`src/rtl/int_pkg.sv`:
```
// Shared constants, FSM encoding and vector-address helper for the interrupt controller.
package int_pkg;

  localparam int          NUM_IRQ    = 3;
  localparam logic [31:0] VEC_BASE   = 32'h0000_3024;
  localparam logic [31:0] VEC_STRIDE = 32'h0000_00A4;
  localparam int          ID_W       = $clog2(NUM_IRQ);
  localparam int          NL_W       = $clog2(NUM_IRQ + 1);

  typedef enum logic [1:0] {
    IDLE = 2'd0,
    REQ  = 2'd1,
    HOLD = 2'd2
  } state_e;

  function automatic logic [31:0] vec_addr(input logic [ID_W-1:0] id);
    return VEC_BASE + 32'(id) * VEC_STRIDE;
  endfunction

endpackage

```
`src/rtl/int_prio_enc.sv`:
```
// Lowest-index-first priority encoder: index 0 has the highest priority.
module int_prio_enc #(
  parameter int W  = 3,
  parameter int IW = (W > 1) ? $clog2(W) : 1
) (
  input  logic [W-1:0]  vec_i,
  output logic [IW-1:0] idx_o,
  output logic          valid_o
);

  always_comb begin
    // NOTE: combinational blocks use blocking '=' and assign every output a default
    // first; that keeps the loop's last-write-wins order and avoids inferred latches.
    idx_o   = '0;
    valid_o = 1'b0;
    for (int i = W - 1; i >= 0; i--) begin
      if (vec_i[i]) begin
        idx_o   = IW'(i);
        valid_o = 1'b1;
      end
    end
  end

endmodule

```
`src/rtl/int_ctrl.sv`:
```
// Nested priority interrupt controller: edge capture, arbitration against the
// in-service set, and a req/ack handshake towards the pipeline.
module int_ctrl
  import int_pkg::*;
(
  input  logic               clk,
  input  logic               clr_n,
  input  logic [NUM_IRQ-1:0] irq,
  input  logic [NUM_IRQ-1:0] irq_mask,
  input  logic               glb_en,
  output logic               int_req,
  output logic [ID_W-1:0]    int_id,
  output logic [31:0]        int_vec,
  input  logic               int_ack,
  input  logic               eret,
  output logic [NUM_IRQ-1:0] pending,
  output logic [NUM_IRQ-1:0] in_service,
  output logic [NL_W-1:0]    nest_level
);

  logic [NUM_IRQ-1:0] sync1_q, sync1_d;
  logic [NUM_IRQ-1:0] sync2_q, sync2_d;
  logic [NUM_IRQ-1:0] edge_q, edge_d;
  logic [NUM_IRQ-1:0] pending_q, pending_d;
  logic [NUM_IRQ-1:0] in_service_q, in_service_d;
  state_e             state_q, state_d;
  logic               int_req_q, int_req_d;
  logic [ID_W-1:0]    int_id_q, int_id_d;
  logic [31:0]        int_vec_q, int_vec_d;

  logic [NUM_IRQ-1:0] rise;
  logic [NUM_IRQ-1:0] ack_vec;
  logic [NUM_IRQ-1:0] eret_vec;
  logic [ID_W-1:0]    cand_idx, svc_idx;
  logic               cand_raw, svc_valid;
  logic               eligible;

  int_prio_enc #(.W(NUM_IRQ), .IW(ID_W)) u_cand_enc (
    .vec_i   (pending_q & ~irq_mask),
    .idx_o   (cand_idx),
    .valid_o (cand_raw)
  );

  int_prio_enc #(.W(NUM_IRQ), .IW(ID_W)) u_svc_enc (
    .vec_i   (in_service_q),
    .idx_o   (svc_idx),
    .valid_o (svc_valid)
  );

  // Only a strictly higher-priority source may preempt the innermost level.
  assign eligible = glb_en && cand_raw && (!svc_valid || (cand_idx < svc_idx));

  always_comb begin
    sync1_d = irq;
    sync2_d = sync1_q;
    edge_d  = sync2_q;
    rise    = sync2_q & ~edge_q;
  end

  always_comb begin
    state_d   = state_q;
    int_req_d = int_req_q;
    int_id_d  = int_id_q;
    int_vec_d = int_vec_q;
    ack_vec   = '0;

    unique case (state_q)
      IDLE: begin
        if (eligible) begin
          state_d   = REQ;
          int_req_d = 1'b1;
          int_id_d  = cand_idx;
          int_vec_d = vec_addr(cand_idx);
        end
      end
      REQ: begin
        if (int_ack) begin
          ack_vec   = NUM_IRQ'(1) << int_id_q;
          int_req_d = 1'b0;
          state_d   = HOLD;
        end
      end
      HOLD:    state_d = IDLE;
      default: state_d = IDLE;
    endcase

    // eret retires the innermost level seen before this cycle's ack is applied.
    eret_vec     = (eret && svc_valid) ? (NUM_IRQ'(1) << svc_idx) : '0;
    in_service_d = (in_service_q & ~eret_vec) | ack_vec;
    pending_d    = (pending_q & ~ack_vec) | rise;
  end

  always_ff @(posedge clk or negedge clr_n) begin
    if (!clr_n) begin
      sync1_q      <= '0;
      sync2_q      <= '0;
      edge_q       <= '0;
      pending_q    <= '0;
      in_service_q <= '0;
      state_q      <= IDLE;
      int_req_q    <= 1'b0;
      int_id_q     <= '0;
      int_vec_q    <= '0;
    end else begin
      sync1_q      <= sync1_d;
      sync2_q      <= sync2_d;
      edge_q       <= edge_d;
      pending_q    <= pending_d;
      in_service_q <= in_service_d;
      state_q      <= state_d;
      int_req_q    <= int_req_d;
      int_id_q     <= int_id_d;
      int_vec_q    <= int_vec_d;
    end
  end

  always_comb begin
    nest_level = '0;
    for (int i = 0; i < NUM_IRQ; i++) begin
      nest_level = nest_level + NL_W'(in_service_q[i]);
    end
  end

  assign int_req    = int_req_q;
  assign int_id     = int_id_q;
  assign int_vec    = int_vec_q;
  assign pending    = pending_q;
  assign in_service = in_service_q;

endmodule
```
`config.mk`:
```
export PLATFORM = sky130hd
export DESIGN_NAME = int_ctrl
export DESIGN_NICKNAME = d
export VERILOG_FILES = /design/src/rtl/int_pkg.sv /design/src/rtl/int_prio_enc.sv /design/src/rtl/int_ctrl.sv
export SDC_FILE = /design/constraint.sdc
export NUM_CORES = 1
export LEC_CHECK = 0
export CAP_MARGIN = 10
export CORE_MARGIN = 4
export CORE_UTILIZATION = 43
export CTS_BUF_LIST = sky130_fd_sc_hd__clkbuf_2 sky130_fd_sc_hd__clkbuf_4 sky130_fd_sc_hd__clkbuf_8
export CTS_CLUSTER_DIAMETER = 30
export CTS_CLUSTER_SIZE = 10
export DETAILED_ROUTE_END_ITERATION = 8
export GPL_ROUTABILITY_DRIVEN = 0
export PLACE_DENSITY = 0.82
export SLEW_MARGIN = 25
export SYNTH_ARGS = -nofsm -noshare
export SYNTH_HDL_FRONTEND = slang
export SYNTH_SLANG_ARGS = --single-unit
```
`constraint.sdc`:
```
create_clock -name clk -period 2.7 [get_ports clk]
set_input_delay 0.27 -clock clk [delete_from_list [all_inputs] [get_ports clk]]
set_output_delay 0.27 -clock clk [all_outputs]
set_load 0.01 [all_outputs]
```
==> results_dict.tcl <==
# flow metrics
set metrics [dict create \
    p_seq_uw 577 \
    nNonClkBuffers 33 \
    fin_setup_tns_ns 0 \
    critical-path-top-delay-family "AND-OR/OR-AND gates" \
    yosys.stat.seqShare_pct 53.0 \
    crit_required_ns 2.92 \
    cp_slowest_cell "a221oi_4" \
    finalMaxSlewViolations 0 \
    grt_usage_pct 11.0 \
    drc_errors 0 \
    mi_logic_area_um2 427 \
    ys_ff 26 \
    ios 54 \
    grt_pass1_wl_um 3080 \
    reg2reg_from "pending[1]$_DFF_PN0_" \
    drive_above_1_share_pct 11.6 \
    ys_sh_simple_pct 9.68 \
    ys_chip_area_mm2 0.00123 \
    crit_start "pending[1]$_DFF_PN0_" \
    fp-row-count 19 \
    dp.cells 165 \
    p_comb_uw 579 \
    start_kind "register" \
    slowest_delay_ns 0.47 \
    design_area_mm2 0.00153 \
    final_common_cell "clkdlybuf4s50_1" \
    swShare_pct 31.3 \
    syn_inst 106 \
    rr_endpoint "int_vec[5]$_DFFE_PN0P_" \
    cp-end-kind "register" \
    synth_area_mm2 0.00123 \
    rsz0062_at_grt "false" \
    clockBufferDepth 2 \
    comb_power_share_pct 40.9 \
    finalHoldViolCount 0 \
    n_all_inverters 9 \
    hpwl_um 1580 \
    first_pass_iters 4 \
    crit_chain "nor2b_1 -> nor3_1 -> ha_1 -> o32a_1 -> a221oi_4 -> mux2_2" \
    mux_share_pct 6.32 \
    final-nonclk-buf-share_pct 21.3 \
    rrSetupSlack_ns 0.43 \
    final_cell_mix "31 x clkdlybuf4s50_1, 26 x dfrtp_1, 22 x conb_1, 9 x inv_1" \
    post-cts-setup-buffers 0 \
    power.leakage_uw 0.000745 \
    drt_wl_total_um 2030 \
    hp-class "in2async" \
    first_global_vias 718 \
    finalSetupViolCount 0 \
    p_per_area_mw_per_mm2 926 \
    dieArea_mm2 0.00377 \
    ys_cells 106 \
    cts_resized 0 \
    synth-edff-count 0 \
    fin_cells 169 \
    grt_max_degree 27 \
    sh_seq_area_pct 42.6 \
    dpl_cell_area_mm2 0.00148 \
    seq_power_share_pct 40.8 \
    async_flop_share_pct 100 \
    syn_avg_cell_area_um2 11.6 \
    status "completed" \
    path_class "reg2reg" \
    critPathBufInv 0 \
    synth_adder_area_share_pct 4.69 \
    aoi_share_pct 7.34 \
    ant_nets 0 \
    grt_overflow 0 \
    seq_cells 26 \
    arrival_ns 2.49 \
    core_area_mm2 0.00273 \
    cts-htree-levels 1 \
    fp-utilization_pct 44.9 \
    clk_share_pct 3.44 \
    root_buffer "clkbuf_4" \
    antenna_found_initial 0 \
    syn_to_final_growth_pct 24.5 \
    top_cells_by_count "26 x buf_4, 26 x dfrtp_1, 9 x inv_1, 6 x mux2_2, 6 x nand2_1" \
    p_switching_uw 442 \
    fin_nets 154 \
    largest_area_cell "dfrtp_1" \
    max_clock_freq_mhz 440 \
    largest_cell_class "sequential cells" \
    ir_worst_vdd_mv 0.697 \
    flop_area_um2 651 \
]
state kept, by name, summed over array words and instances (netlist names):
name	count
edge_d	3
edge_q	3
in_service	3
int_id	2
int_req	1
int_vec	6
pending	3
state_q	2
sync1_q	3
per-layer routing:
layer	up-vias	global-route usage, %	share of wire, %
li1	361	-	-
met1	353	14.9	41
met2	45	17.8	46
met3	2	2.31	12
met4	0	3.64	0.59
met5	-	0	0
stage by stage:
stage | hold slack [ns] | util [%] | setup slack (ns)
after floorplan | -0.0256 | - | 0.425
after global placement | 0.335 | 54.0 | 0.137
after global routing | 0.329 | 55.9 | 0.279
after CTS | 0.299 | 55.9 | 0.413
final | 0.291 | 55.9 | 0.429
after detailed placement | 0.337 | 54.0 | 0.0848
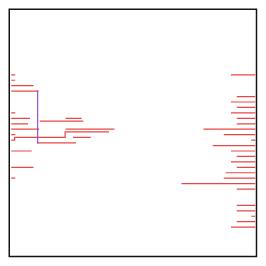
(wiring by layer)
Drawn at 4 px/um. Two of the layers only.
| layer | color | wire length |
|---|---|---|
| met4 | purple | 12.9 um |
| met3 | red | 249 um |

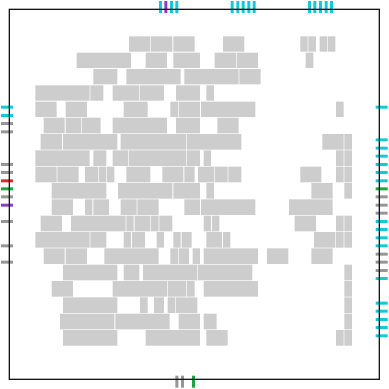
(pin map)
Drawn at 6 px/um. Pins as bars across the die edge, other pins in gray.
| port | color | pins | direction | edge |
|---|---|---|---|---|
| glb_en | red | 1 | input | left |
| int_vec | cyan | 32 | output | 17 right, 13 top, 2 left |
| int_id | purple | 2 | output | 1 top, 1 left |
| irq_mask | green | 3 | input | 1 bottom, 1 right, 1 left |
all pins by edge: 24 right, 14 top, 13 left, 3 bottom
die height: 61.4 um
Port-buffer cells: 31
chip width: 61.4 um

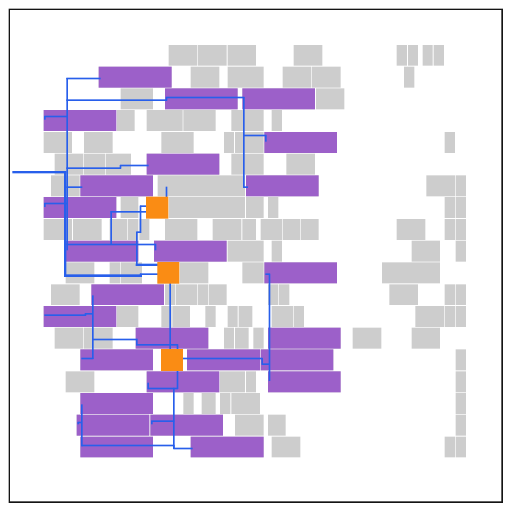
(routed clock nets over the placement)
Drawn at 8 px/um.
[clock wires] blue | length: 256 um
[cells driving clock nets] orange | count: 3
[flip-flops] purple | count: 26
routed clock nets: 4
Insertion Delay late pin: 0.31 ns
Clock Power Share: 18.3%
P_clk: 259 uW
Worst Skew: 0.00701 ns

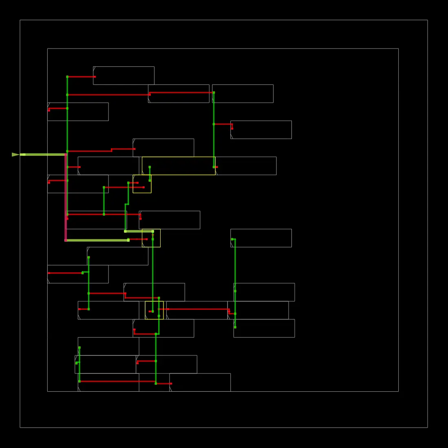
(clock wiring as the flow saved it)
clock buf count: 3
CTS sink count: 26
CTS Buf Count: 3

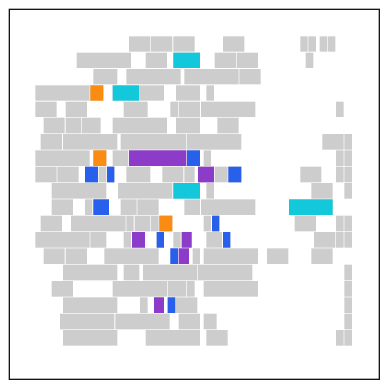
(gate-type map)
Drawn at 6 px/um.
| family | color | cells |
|---|---|---|
| inverting AOI/OAI gates | purple | 6 |
| AND and OR gates | orange | 3 |
| NAND gates | blue | 10 |
| adder and majority cells | cyan | 4 |

Power and IR drop assume default switching activity.
